$ cat config.mk
export PLATFORM = sky130hd
export DESIGN_NAME = opsum_gon_collector
export DESIGN_NICKNAME = d
export VERILOG_FILES = /design/src/rtl/opsum_gon_collector.sv
export SDC_FILE = /design/constraint.sdc
export NUM_CORES = 1
export LEC_CHECK = 0
export ABC_AREA = 1
export CAP_MARGIN = 0
export CORE_AREA = 2 2 179 181
export CTS_CLUSTER_DIAMETER = 80
export DETAILED_ROUTE_END_ITERATION = 8
export DIE_AREA = 0 0 181 183
export SETUP_SLACK_MARGIN = 0.1
export SYNTH_ARGS = -nofsm -noshare
export SYNTH_HDL_FRONTEND = slang
export SYNTH_SLANG_ARGS = --single-unit
$ cat constraint.sdc
create_clock -name clk -period 7.9 [get_ports clk]
set_clock_uncertainty 0.2 [all_clocks]
set_input_delay 1.185 -clock clk [delete_from_list [all_inputs] [get_ports clk]]
set_output_delay 1.185 -clock clk [all_outputs]
set_load 0.05 [all_outputs]
$ cat src/rtl/opsum_gon_collector.sv
// opsum_gon_collector: drains GON FIFO words lane by lane into sequential GLB writes for F*e*m psums.
// Optional OPSUM_RELU_EN adds a last_pass input that clamps negative psums to zero on write.
module opsum_gon_collector #(
  parameter int F_WIDTH       = 6,
  parameter int e_WIDTH       = 8,
  parameter int m_WIDTH       = 8,
  parameter int DATA_WIDTH    = 16,
  parameter int FIFO_IN_WIDTH = 64,
  parameter int ADDR_WIDTH    = 20
) (
  input  logic                     clk,
  input  logic                     reset,
  input  logic                     start,
  input  logic [F_WIDTH-1:0]       F,
  input  logic [e_WIDTH-1:0]       e,
  input  logic [m_WIDTH-1:0]       m,
  input  logic [ADDR_WIDTH-1:0]    base_addr,
`ifdef OPSUM_RELU_EN
  input  logic                     last_pass,
`endif
  input  logic                     gon_fifo_empty,
  output logic                     re_from_gon,
  input  logic [FIFO_IN_WIDTH-1:0] din,
  input  logic                     glb_busy,
  output logic                     we_to_glb,
  output logic [ADDR_WIDTH-1:0]    opsum_addr,
  output logic [DATA_WIDTH-1:0]    dout,
  output logic                     busy,
  output logic                     done
);
  localparam int LANES = FIFO_IN_WIDTH / DATA_WIDTH;
  localparam int LW    = LANES > 1 ? $clog2(LANES) : 1;
  localparam int TW    = F_WIDTH + e_WIDTH + m_WIDTH;
  typedef enum logic [2:0] {IDLE, FETCH, WAIT, DRAIN, FINISH} state_t;
  state_t                   state, state_n;
  logic [TW-1:0]            total, total_in, cnt;
  logic [ADDR_WIDTH-1:0]    addr;
  logic [LW-1:0]            idx;
  logic [FIFO_IN_WIDTH-1:0] lane;
  logic [DATA_WIDTH-1:0]    val;
  logic                     last;
  assign total_in    = TW'(F) * TW'(e) * TW'(m);
  assign val         = lane[int'(idx) * DATA_WIDTH +: DATA_WIDTH];
  assign last        = (cnt + TW'(1)) == total;
  assign re_from_gon = state == FETCH && !gon_fifo_empty;
  assign we_to_glb   = state == DRAIN && !glb_busy;
  assign busy        = state != IDLE;
  assign done        = state == FINISH;
  assign opsum_addr  = addr;
`ifdef OPSUM_RELU_EN
  logic relu;
  assign dout = (state == DRAIN && !(relu && val[DATA_WIDTH-1])) ? val : '0;
`else
  assign dout = state == DRAIN ? val : '0;
`endif
  always_comb begin
    state_n = state;
    case (state)
      IDLE:    if (start) state_n = total_in == '0 ? FINISH : FETCH;
      FETCH:   if (!gon_fifo_empty) state_n = WAIT;
      WAIT:    state_n = DRAIN;
      DRAIN:   if (!glb_busy) state_n = last ? FINISH : idx == LW'(LANES - 1) ? FETCH : DRAIN;
      FINISH:  state_n = IDLE;
      default: state_n = IDLE;
    endcase
  end
  always_ff @(posedge clk) begin
    if (!reset) begin
      state <= IDLE;
      total <= '0;
      cnt   <= '0;
      addr  <= '0;
      idx   <= '0;
      lane  <= '0;
`ifdef OPSUM_RELU_EN
      relu  <= 1'b0;
`endif
    end else begin
      state <= state_n;
      if (state == IDLE && start) begin
        total <= total_in;
        addr  <= base_addr;
        cnt   <= '0;
`ifdef OPSUM_RELU_EN
        relu  <= last_pass;
`endif
      end
      if (state == WAIT) begin
        lane <= din;
        idx  <= '0;
      end
      // lanes past the final element are never written; FINISH simply abandons them
      if (we_to_glb) begin
        addr <= addr + ADDR_WIDTH'(1);
        cnt  <= cnt + TW'(1);
        idx  <= idx + LW'(1);
      end
    end
  end
endmodule

flops_by_reg.png
Other sequential cells in the stronger grey, the rest of the logic in the fainter grey.
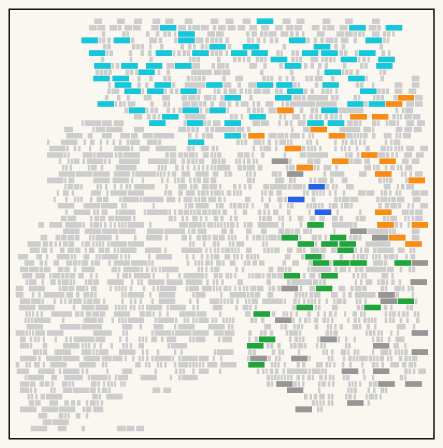
[cyan] lane | placed flops: 64
[orange] opsum_addr | placed flops: 20
[blue] state | placed flops: 3
[green] total | placed flops: 22 | where: right middle
not coloured: 24
sequential share of cell area: 16.4%
register area: 2660 um^2
Layout Utilization: 51.9%

clocks.png
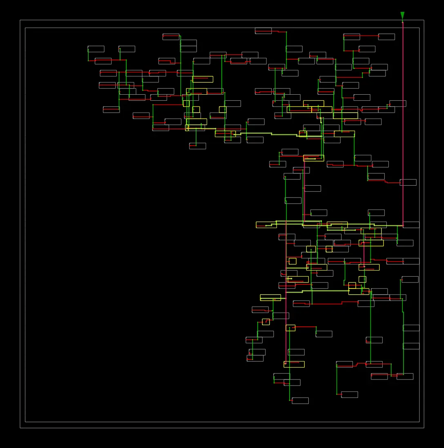
Clock Sinks: 133
final-layout clock buffer total: 18

==> impl_metrics.yaml <==
# generated from flow reports
critical_path:
  reg2reg_slack_ns: 4.18
  cp_data_required_time_ns: 8.06
  worstSetupStartpointType: "input pin"
  arrival_ns: 8.04
  slowest_stage: "fa_1"
  critPathTopFamily: "adder cells"
layout:
  final-comb-area_um2: 8570
  final_net_count: 2347
  num-fill-cells: 3108
  clkCellAreaFrac_pct: 3.81
  multiInputCombCellCount: 1276
  final_cells: 2488
  largest_class: "combinational gates"
  syn_to_final_growth_pct: 32.1
clock_tree:
  root_buffer: "clkbuf_16"
  worstSkewPairLatency_ns: 0.42
  numCtsBuffers: 17
  htree_levels: 4
  cts_resized: 124
detailed_routing:
  wl_met1_um: 16400
  first_pass_iters: 4
  vias_per_cell: 4.87
  routed_wl_um: 36200
  wl_per_cell_um: 14.5
min_path:
  holdCritStartpoint: "lane[61]$_SDFFE_PN0P_"
timing:
  maxSlewHeadroom_pct: 25.0
  fin_ws_ns: 0.0193
  setup_tns_ns: 0
  worst_pin_slew_ns: 1.13
  finalMaxSlewViolations: 0
  post-route-period-util_pct: 99.8
synth:
  synthCells: 1855
  synth.distinct_cells: 40
  ys_seq_share_pct: 21.7
  synthFlopType: "dfxtp_1"
placement:
  placed_cell_area_um2: 15100
run:
  cap_violations: 0
die:
  n_tap_cell: 402
  die-area_um2: 33100
  core_um2: 31200
status:
  status: "completed"
## kinds of logic after synthesis
logic type | synth area share (%)
DFF | 21.7
buffers and inverters | 13.7
xor gates and xnor gates | 1.93
adders and majority gates | 22.7
AOI/OAI and AO/OA | 14.6
and+or+nand+nor | 25.4
## how the worst max path moves through the flow
stage	start	end	depth (start not counted)
2_1_floorplan	F[3]	state[0]$_SDFFE_PN0P_	39
3_3_place_gp	F[5]	state[2]$_SDFFE_PN0P_	36
3_5_place_dp	F[5]	state[2]$_SDFFE_PN0P_	36
4_1_cts	e[4]	state[0]$_SDFFE_PN0P_	40
5_1_grt	e[3]	state[2]$_SDFFE_PN0P_	37
6_report	e[3]	state[2]$_SDFFE_PN0P_	38
